<file path="config.mk">
export PLATFORM = sky130hd
export DESIGN_NAME = uart_receiver
export DESIGN_NICKNAME = d
export VERILOG_FILES = /design/src/rtl/uart_receiver_pkg.sv /design/src/rtl/uart_rx_sampler.sv /design/src/rtl/uart_receiver.sv
export SDC_FILE = /design/constraint.sdc
export NUM_CORES = 1
export LEC_CHECK = 0
export ABC_AREA = 1
export CAP_MARGIN = 10
export CORE_UTILIZATION = 53
export CTS_CLUSTER_DIAMETER = 200
export CTS_CLUSTER_SIZE = 10
export DETAILED_ROUTE_END_ITERATION = 10
export HOLD_SLACK_MARGIN = 0.06
export PLACE_DENSITY_LB_ADDON = 0.05
export SYNTH_ARGS = -nofsm -noshare
export SYNTH_HDL_FRONTEND = slang
export SYNTH_HIERARCHICAL = 1
export SYNTH_SLANG_ARGS = --single-unit
</file>
<file path="constraint.sdc">
create_clock -name clk -period 2.05 [get_ports clk]
set_input_delay 0.3075 -clock clk [delete_from_list [all_inputs] [get_ports clk]]
set_output_delay 0.3075 -clock clk [all_outputs]
set_load 0.005 [all_outputs]
</file>
<file path="src/rtl/uart_receiver_pkg.sv">
// Shared UART receive definitions: FSM state encoding and legal oversampling ratios.
package uart_receiver_pkg;

  typedef enum logic [2:0] {
    IDLE   = 3'd0,
    START  = 3'd1,
    DATA   = 3'd2,
    PARITY = 3'd3,
    STOP   = 3'd4
  } rx_state_t;

  localparam logic [5:0] PRESCALE_8  = 6'd8;
  localparam logic [5:0] PRESCALE_16 = 6'd16;
  localparam logic [5:0] PRESCALE_32 = 6'd32;

endpackage

</file>
<file path="src/rtl/uart_rx_sampler.sv">
// Line synchroniser, per-bit oversampling counter and 3-sample majority vote.
module uart_rx_sampler (
  input  logic       clk,
  input  logic       reset,
  input  logic       serial_data_in,
  input  logic [5:0] prescale,
  input  logic       cnt_clear,
  output logic       rx_s,
  output logic       bit_end,
  output logic       sample_ready,
  output logic       sampled_bit
);

  logic       sync_1;
  logic       sync_2;
  logic [5:0] edge_cnt;
  logic [2:0] samp;
  logic [5:0] half;
  logic [5:0] last;

  assign half = {1'b0, prescale[5:1]};
  assign last = prescale - 6'd1;

  always_ff @(posedge clk or posedge reset) begin
    if (reset) begin
      sync_1 <= 1'b1;
      sync_2 <= 1'b1;
    end else begin
      sync_1 <= serial_data_in;
      sync_2 <= sync_1;
    end
  end

  assign rx_s = sync_2;

  always_ff @(posedge clk or posedge reset) begin
    if (reset) begin
      edge_cnt <= '0;
    end else if (cnt_clear || edge_cnt == last) begin
      edge_cnt <= '0;
    end else begin
      edge_cnt <= edge_cnt + 6'd1;
    end
  end

  // Samples persist until the next bit's first sample point, so the vote
  // stays valid through the end of the bit period.
  always_ff @(posedge clk or posedge reset) begin
    if (reset) begin
      samp <= '0;
    end else begin
      if (edge_cnt == half - 6'd1) samp[0] <= rx_s;
      if (edge_cnt == half)        samp[1] <= rx_s;
      if (edge_cnt == half + 6'd1) samp[2] <= rx_s;
    end
  end

  assign bit_end      = (edge_cnt == last);
  assign sample_ready = (edge_cnt == half + 6'd2);
  assign sampled_bit  = (samp[0] & samp[1]) | (samp[0] & samp[2]) | (samp[1] & samp[2]);

endmodule

</file>
<file path="src/rtl/uart_receiver.sv">
// UART receiver: frame FSM, LSB-first deserialiser and parity/stop checking.
module uart_receiver #(
  parameter int DATA_WIDTH = 8
) (
  input  logic                  clk,
  input  logic                  reset,
  input  logic                  serial_data_in,
  input  logic [5:0]            prescale,
  input  logic                  parity_enable,
  input  logic                  parity_type,
  output logic [DATA_WIDTH-1:0] parallel_data,
  output logic                  data_valid,
  output logic                  parity_error,
  output logic                  stop_error,
  output logic                  busy
);
  import uart_receiver_pkg::*;

  localparam int BCW = (DATA_WIDTH > 1) ? $clog2(DATA_WIDTH) : 1;
  localparam logic [BCW-1:0] LAST_BIT = BCW'(DATA_WIDTH - 1);

  rx_state_t             state;
  rx_state_t             state_next;
  logic [5:0]            p_lat;
  logic                  pe_lat;
  logic                  pt_lat;
  logic                  par_err;
  logic [BCW-1:0]        bit_cnt;
  logic [DATA_WIDTH-1:0] shift_reg;
  logic                  rx_s;
  logic                  bit_end;
  logic                  sample_ready;
  logic                  sampled_bit;
  logic                  glitch;
  logic                  cnt_clear;

  uart_rx_sampler u_sampler (
    .clk            (clk),
    .reset          (reset),
    .serial_data_in (serial_data_in),
    .prescale       (p_lat),
    .cnt_clear      (cnt_clear),
    .rx_s           (rx_s),
    .bit_end        (bit_end),
    .sample_ready   (sample_ready),
    .sampled_bit    (sampled_bit)
  );

  assign glitch    = (state == START) && sample_ready && sampled_bit;
  assign cnt_clear = (state == IDLE) || glitch;
  assign busy      = (state != IDLE);

  always_ff @(posedge clk or posedge reset) begin
    if (reset) state <= IDLE;
    else       state <= state_next;
  end

  always_comb begin
    state_next = state;
    case (state)
      IDLE:   if (!rx_s) state_next = START;
      START: begin
        if (glitch)       state_next = IDLE;
        else if (bit_end) state_next = DATA;
      end
      DATA:   if (bit_end && bit_cnt == LAST_BIT) state_next = pe_lat ? PARITY : STOP;
      PARITY: if (bit_end) state_next = STOP;
      STOP:   if (bit_end) state_next = IDLE;
      default: state_next = IDLE;
    endcase
  end

  always_ff @(posedge clk or posedge reset) begin
    if (reset) begin
      p_lat         <= '0;
      pe_lat        <= 1'b0;
      pt_lat        <= 1'b0;
      par_err       <= 1'b0;
      bit_cnt       <= '0;
      shift_reg     <= '0;
      parallel_data <= '0;
      data_valid    <= 1'b0;
      parity_error  <= 1'b0;
      stop_error    <= 1'b0;
    end else begin
      data_valid   <= 1'b0;
      parity_error <= 1'b0;
      stop_error   <= 1'b0;
      case (state)
        IDLE: begin
          if (!rx_s) begin
            p_lat   <= prescale;
            pe_lat  <= parity_enable;
            pt_lat  <= parity_type;
            par_err <= 1'b0;
            bit_cnt <= '0;
          end
        end
        DATA: begin
          if (sample_ready) shift_reg <= {sampled_bit, shift_reg[DATA_WIDTH-1:1]};
          if (bit_end)      bit_cnt   <= bit_cnt + BCW'(1);
        end
        PARITY: begin
          if (sample_ready)
            par_err <= (sampled_bit != (pt_lat ? ~^shift_reg : ^shift_reg));
        end
        STOP: begin
          if (bit_end) begin
            if (!sampled_bit) begin
              stop_error <= 1'b1;
            end else if (par_err) begin
              parity_error <= 1'b1;
            end else begin
              data_valid    <= 1'b1;
              parallel_data <= shift_reg;
            end
          end
        end
        default: ;
      endcase
    end
  end

endmodule

</file>
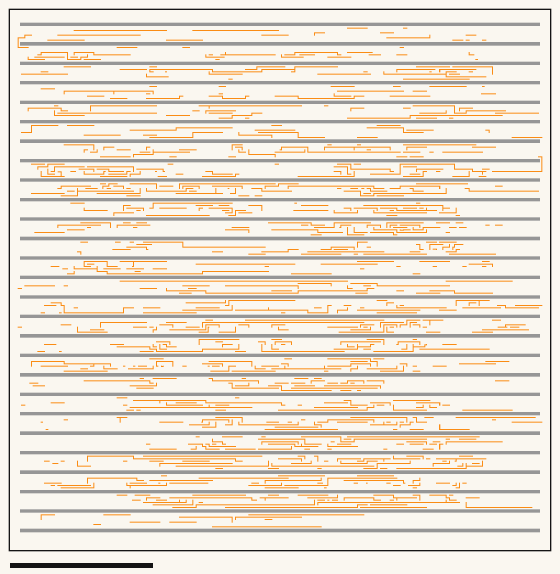
Fig. 1. M1 wires (run 1).
Scale bar: 20 um. Supply wires on this layer in gray.
longest straight run = 31.7 um
nets with wire on the layer = 403
wire length on this layer = 2910 um
main direction = horizontal

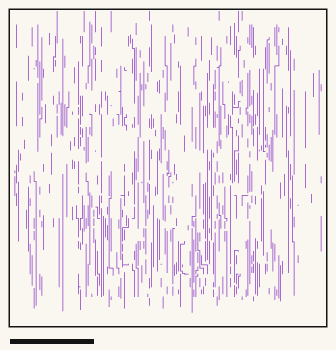
Fig. 2. Met2 routing (run 1).
Scale bar: 20 um.
main direction = vertical
longest straight run = 32.6 um

==> results_dict.tcl, run 1 <==
# yosys + openroad results
set metrics [dict create \
    crit-reg2reg-capture "u_sampler/edge_cnt[3]" \
    synthesis.area_um2 2860 \
    maxSlewHeadroom_pct 71.1 \
    place_area_um2 3200 \
    outcome "completed" \
    reg2reg_depth 14 \
    die.size.x_um 75.4 \
    groute.layer.met3.usage_pct 4.76 \
    dieHeight_um 75.4 \
    timing.critical_path.max_delay_family "simple AND/OR/NAND/NOR gates" \
    fp_util_pct 55.6 \
    antennaDiodeCount 0 \
    totalWireLength_um 5750 \
    tritoncts "done" \
    fin_nets 445 \
    layout_top_cells_excl_fill_tap "125 x sky130_fd_sc_hd__nand2_1, 51 x sky130_fd_sc_hd__inv_1, 42 x sky130_fd_sc_hd__dfrtp_1, 26 x sky130_fd_sc_hd__nor2_1, 22 x sky130_fd_sc_hd__clkdlybuf4s50_1" \
    postCtsSetupBuffers 4 \
    largest_stage_delay_on_the_critical_path_ns 0.40 \
    grt_util_met2_pct 35.5 \
    yosysMostFrequentCell "sky130_fd_sc_hd__nand2_1" \
    ys_types 34 \
    post_synth.cell_area_avg_um2 7.46 \
    worst-slew-pin-transition_ns 0.434 \
    wl_per_cell_um 11.6 \
    clock.fmax_mhz 496 \
    postSynthNetCount 404 \
    synth-async-reset-ratio_pct 100 \
    min_period_over_period_pct 98.4 \
    drc_errors 0 \
    cts_hold_buf 0 \
    area_growth_syn_to_layout_pct 21.1 \
    core_area_um2 5140 \
    synth-seq-area-share_pct 39.5 \
    finalHoldViolCount 0 \
    stdcell_count 495 \
    placed_cells 481 \
    wire_length_of_the_first_global_routing_pass_um 9600 \
    crit_path_max_fanout 6 \
    met2_length_um 2610 \
    worst_ir_drop_vdd_mv 0.792 \
    power.static_leakage_nw 1.74 \
    vias 2372 \
    fin_setup_tns_ns 0 \
    met3_wirelength_um 154 \
    required_time_worst_endpoint_ns 2.25 \
    timing.final.ws_setup_ns 0.0332 \
    critical_path_buf_inv_count 4 \
    cts.root.buffer_cell "sky130_fd_sc_hd__clkbuf_8" \
    routabilityCongestion 0.942 \
    critPathCaptureType "flop" \
    ctsLongestPathBuffers 2 \
    overall_fraction_of_global_route_tracks_in_use_pct 22.5 \
    drt_iter0_drc 137 \
    final_util_pct 67.4 \
    critical_path.cell_chain "inv_2, ha_4, xor2_2, nor2_1, nand3_1, nor3_2, nand2_1, buf_4, nand2_2, nand2_1, inv_1, inv_2, nand2_4, nor2_1" \
    met1_usage_pct 31.4 \
    netlist.area_leader.share_pct 37.6 \
    ant_nets 0 \
    critical_path_depth 14 \
    warnings 31 \
    setup_viol 0 \
    cts_resized 2 \
    synth-area-yosys_um2 2860 \
    synthesis.instances 383 \
    yosys-top-cells-area "sky130_fd_sc_hd__dfrtp_1 38%, sky130_fd_sc_hd__nand2_1 17%, sky130_fd_sc_hd__inv_1 7.4%" \
    path_class "flop to flop" \
    critical_path.slowest_cell "sky130_fd_sc_hd__dfrtp_1" \
    worst_setup_path_start_kind "flop" \
    worstReg2RegStart "p_lat[2]" \
    ratio_of_cells_with_drive_above_1_in_the_final_layout_pct 21.4 \
    yosys-stat-cells 383 \
    ys.flop_type "sky130_fd_sc_hd__dfrtp_1" \
    yosys_warnings 6 \
    post-route-min-period_ns 2.02 \
]
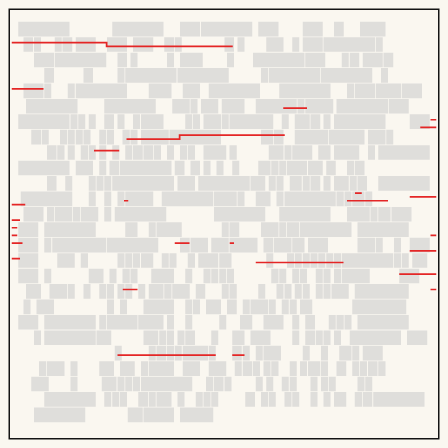
Fig. 3. Metal 3 (run 1).
Cells faint in the background.
longest straight run = 22.1 um
share of all routed wire = 2.7%
nets with wire on the layer = 23
main direction = horizontal

[run 1: final cells by class]
class | instances | area [um2]
clock buffers | 5 | 68.8
clock inverters | 3 | 46.3
fillers | 476 | 1680
inverters | 65 | 246
multi-input cells | 267 | 1510
flip-flops and latches | 45 | 1130
well taps | 70 | 87.6
repair buffers | 40 | 372
[run 1: kinds of logic (layout without fill, tap and decap cells)]
logic type	count (synthesis)	after routing	synth area share, %
flops	45	45	39.5
mux	3	3	1.18
xor+xnor	16	16	4.90
fa+ha+maj	11	11	4.73
compound gates	37	37	8.18
simple gates	200	200	30.5
buf+inv	71	113	11.1
[run 1: report_power, final]
part	internal, mW	switching [mW]
clock network	0.365	0.311
logic	0.991	1.48
registers	1.09	0.242
==> inputs of run 2 (changes only) <==
SLEW_MARGIN = 20   (was default)
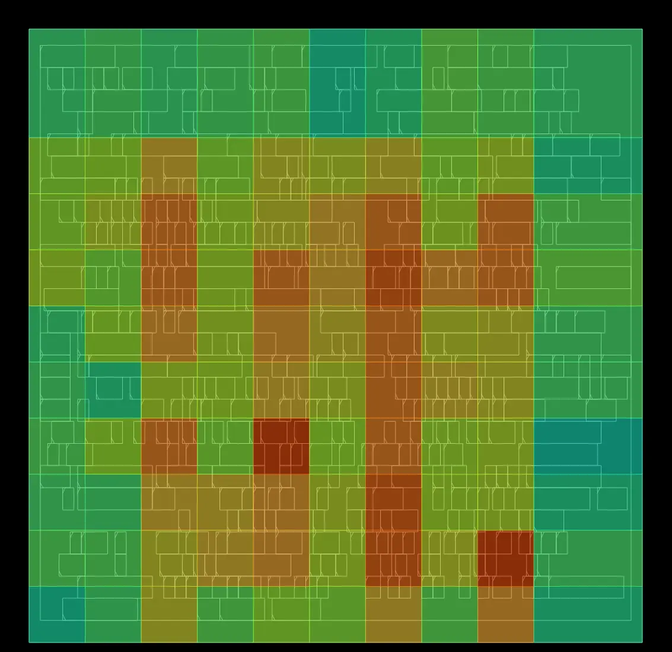
Fig. 4. Routing congestion map (run 2).
utilization of the core after routing: 67.4%
met1 Usage GRT: 31.4%
Most Crowded Layer GR: met2
met2 GRT Util: 35.5%
overall fraction of global-route tracks in use: 22.5%

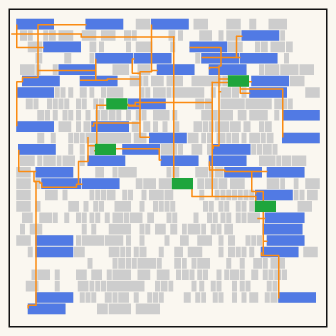
Fig. 5. Clock wires, drivers and flops (run 2).
clock drivers -> green  # count 5
clock wires -> orange  # length 548 um
flip-flops -> blue  # count 45
routed clock nets = 6
flops lie = widely spread

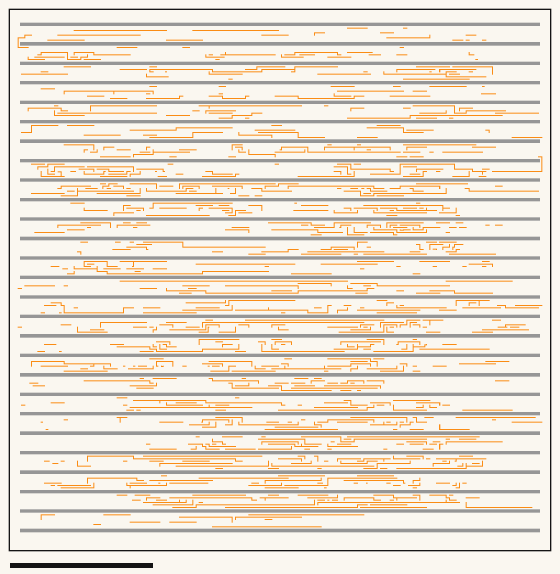
Fig. 6. M1 wires (run 2).
Scale bar: 20 um. Supply wires on this layer in gray.
nets with wire on the layer = 403
wire length on this layer = 2910 um

==> run 2 against run 1 <==
Core utilization unchanged; clock skew is the same; via count is the same; non-clock buffer count unchanged; sequential cell count unchanged.
==> results_dict.tcl, run 2 <==
# yosys + openroad results
set metrics [dict create \
    yosys-stat-cells 383 \
    path_class "flop to flop" \
    finalHoldViolCount 0 \
    clk_pwr_mw 0.676 \
    fin_setup_tns_ns 0 \
    cts.root.buffer_cell "sky130_fd_sc_hd__clkbuf_8" \
    met2_length_um 2610 \
    cell_type_taking_the_most_area "combinational gates" \
    outcome "completed" \
    largest_stage_delay_on_the_critical_path_ns 0.40 \
    area.share.sequential_pct 32.6 \
    placed_cells 481 \
    vias 2372 \
    worst-slew-pin-transition_ns 0.434 \
    postSynthNetCount 404 \
    yosys-top-cells-area "sky130_fd_sc_hd__dfrtp_1 38%, sky130_fd_sc_hd__nand2_1 17%, sky130_fd_sc_hd__inv_1 7.4%" \
    bufAreaShareNonClock_pct 10.7 \
    power_switching_mw 2.03 \
    synth-area-yosys_um2 2860 \
    timing.final.ws_setup_ns 0.0332 \
    synth-async-reset-ratio_pct 100 \
    dieHeight_um 75.4 \
    critical_path_depth 14 \
    area.share.combinational_pct 43.7 \
    tritoncts "done" \
    drc_errors 0 \
    ys.flop_type "sky130_fd_sc_hd__dfrtp_1" \
    drt_iter0_drc 137 \
    ys_types 34 \
    register_area_um2 1130 \
    fp_util_pct 55.6 \
    synthesis.area_um2 2860 \
    fin_nets 445 \
    setup_viol 0 \
    area_growth_syn_to_layout_pct 21.1 \
    power.static_leakage_nw 1.74 \
    stdcell_count 495 \
    groute.layer.met3.usage_pct 4.76 \
    layout_top_cells_excl_fill_tap "125 x sky130_fd_sc_hd__nand2_1, 51 x sky130_fd_sc_hd__inv_1, 42 x sky130_fd_sc_hd__dfrtp_1, 26 x sky130_fd_sc_hd__nor2_1, 22 x sky130_fd_sc_hd__clkdlybuf4s50_1" \
    clk_network_pwr_share_pct 15.1 \
    totalWireLength_um 5750 \
    core_area_um2 5140 \
    p_comb_mw 2.47 \
    ratio_of_cells_with_drive_above_1_in_the_final_layout_pct 21.4 \
    post-route-min-period_ns 2.02 \
    worst_setup_path_start_kind "flop" \
    logic_gate_count 267 \
    top_power_group "combinational cells" \
    cell_internal_pwr_mw 2.44 \
    met3_wirelength_um 154 \
    yosys_warnings 6 \
    synthesis.instances 383 \
    routabilityCongestion 0.942 \
]
-- run 2: cell counts after synthesis --
Identical to the previous run, type by type.
-- run 2: how the worst max path moves through the flow --
stage / startpoint / endpoint / slack (ns)
finish: p_lat[2] / u_sampler/edge_cnt[3] / 0.03
global route: p_lat[2] / parallel_data[4] / -0.15
CTS: p_lat[2] / state[0] / 0.01
detailed placement: p_lat[3] / state[0] / -0.03
global placement: p_lat[2] / state[0] / -0.02
floorplan: p_lat[1] / parallel_data[1] / 0.02
-- run 2: cells by family after synthesis --
group / count (synthesis) / synth area share [%]
fa+ha+maj: 11 / 4.73
simple gates: 200 / 30.5
flops: 45 / 39.5
buf+inv: 71 / 11.1
mux: 3 / 1.18
compound gates: 37 / 8.18
xor+xnor: 16 / 4.90
==> inputs of run 3 (changes only) <==
CORE_UTILIZATION = 35   (was 53)
PLACE_DENSITY = 0.63   (was default)
PLACE_DENSITY_LB_ADDON = default   (was 0.05)
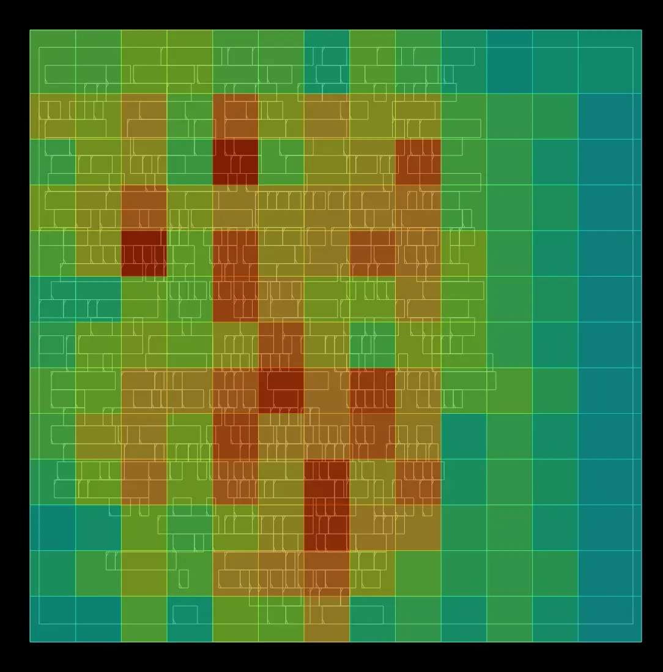
Fig. 7. Routing congestion map (run 3).
Routed WL per cell: 11.7 um
met1 Usage GRT: 19.9%
overall fraction of global-route tracks in use: 14.7%

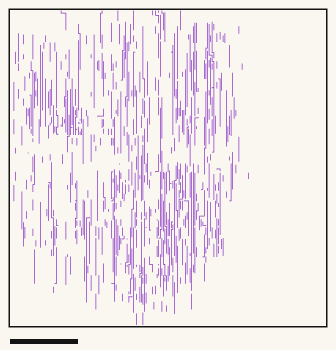
Fig. 8. Met2 routing (run 3).
Scale bar: 20 um.
met2 GRT Util: 23.6%
total routed wirelength: 6200 um

==> run 3 against run 2 <==
The flow now finishes with violations (negative setup slack); wire length is 7.9% higher; cell count rose by 7.1%; worst setup slack worse by 0.14 ns; synthesized area is the same; critical path depth is 2 lower; maximum frequency fell by 6.6%; largest power group unchanged; highest routed layer unchanged.
==> results_dict.tcl, run 3 <==
# yosys + openroad results
set metrics [dict create \
    synth-async-reset-ratio_pct 100 \
    stdcell_count 530 \
    worst_setup_path_start_kind "flop" \
    bufAreaShareNonClock_pct 12.0 \
    ys_types 34 \
    cts.root.buffer_cell "sky130_fd_sc_hd__clkbuf_8" \
    yosys_warnings 6 \
    synth-area-yosys_um2 2860 \
    worstSetupStartpoint "p_lat[3]" \
    power.static_leakage_nw 1.79 \
    outcome "finished with violations" \
    vias 2442 \
    finalHoldViolCount 0 \
    drc_errors 0 \
    timing.final.ws_setup_ns -0.110 \
    endpoint "parallel_data[6]" \
    routabilityCongestion 0.879 \
    post-route-min-period_ns 2.16 \
    synthAdderAreaFrac_pct 4.73 \
    path_class "flop to flop" \
    synthesis.instances 383 \
    cell_internal_pwr_mw 2.39 \
    synthesis.area_um2 2860 \
    critical_path_depth 12 \
    register_area_um2 1130 \
    post_synth_main_logic_family "simple AND/OR/NAND/NOR gates" \
    fin_nets 448 \
    final_util_pct 46.1 \
    yosys.area_share.simple_pct 30.5 \
    area.share.combinational_pct 43.6 \
    setup_viol 11 \
    yosys-top-cells-area "sky130_fd_sc_hd__dfrtp_1 38%, sky130_fd_sc_hd__nand2_1 17%, sky130_fd_sc_hd__inv_1 7.4%" \
    fp_util_pct 36.6 \
    largest_stage_delay_on_the_critical_path_ns 0.43 \
    postCtsSetupBuffers 0 \
    ratio_of_cells_with_drive_above_1_in_the_final_layout_pct 24.3 \
    clk_network_pwr_share_pct 12.7 \
    xor_area_share_pct 4.90 \
    tritoncts "done" \
    area.share.sequential_pct 31.4 \
    placed_cells 512 \
    failed_checks "negative setup slack" \
    dieHeight_um 92.4 \
    groute.layer.met3.usage_pct 2.30 \
    post_synth_ao_oa_area_fraction_pct 8.18 \
]
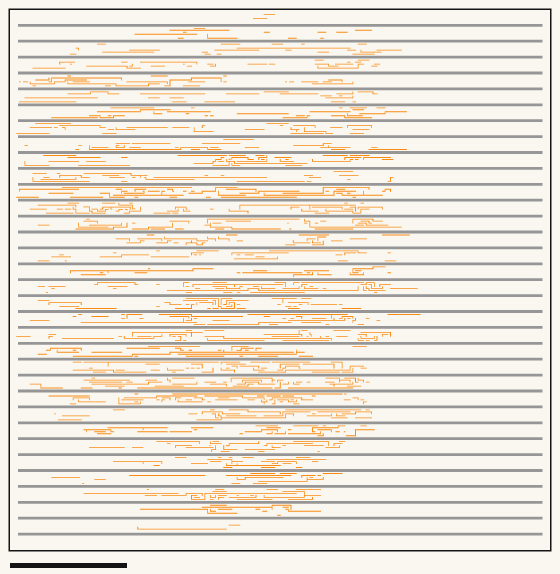
Fig. 9. M1 wires (run 3).
Scale bar: 20 um. Supply wires on this layer in gray.
main direction = horizontal
wire length on this layer = 2940 um
nets with wire on the layer = 407
share of all routed wire = 47%
longest straight run = 29.0 um

## run 3: routing by layer
layer  vias up  part of all wire (%)
met2        42                    48
met5         -                     0
li1       1264                     -
met1      1130                    47
met3         6                   3.3
met4         0                   1.2
## run 3: power by group through the flow
stage               combinational [mW]  sequential [mW]  clock [mW]
floorplan                         1.74             1.28           0
detailed placement                2.18             1.33           0
finish                            2.57             1.33       0.567
global placement                  2.16             1.33           0
global route                      2.88             1.37       0.624
CTS                               2.21             1.32       0.596
## run 3: through the flow
step	setup WS [ns]	setup TNS, ns	power, mW
final	-0.110	-0.940	4.47
after global routing	-0.224	-2.50	4.88
after CTS	0.0210	0	4.12
after detailed placement	0.00623	0	3.52
after global placement	0.0144	0	3.49
after floorplan	0.0203	0	3.01
Power is estimated from default activity; no workload was simulated.
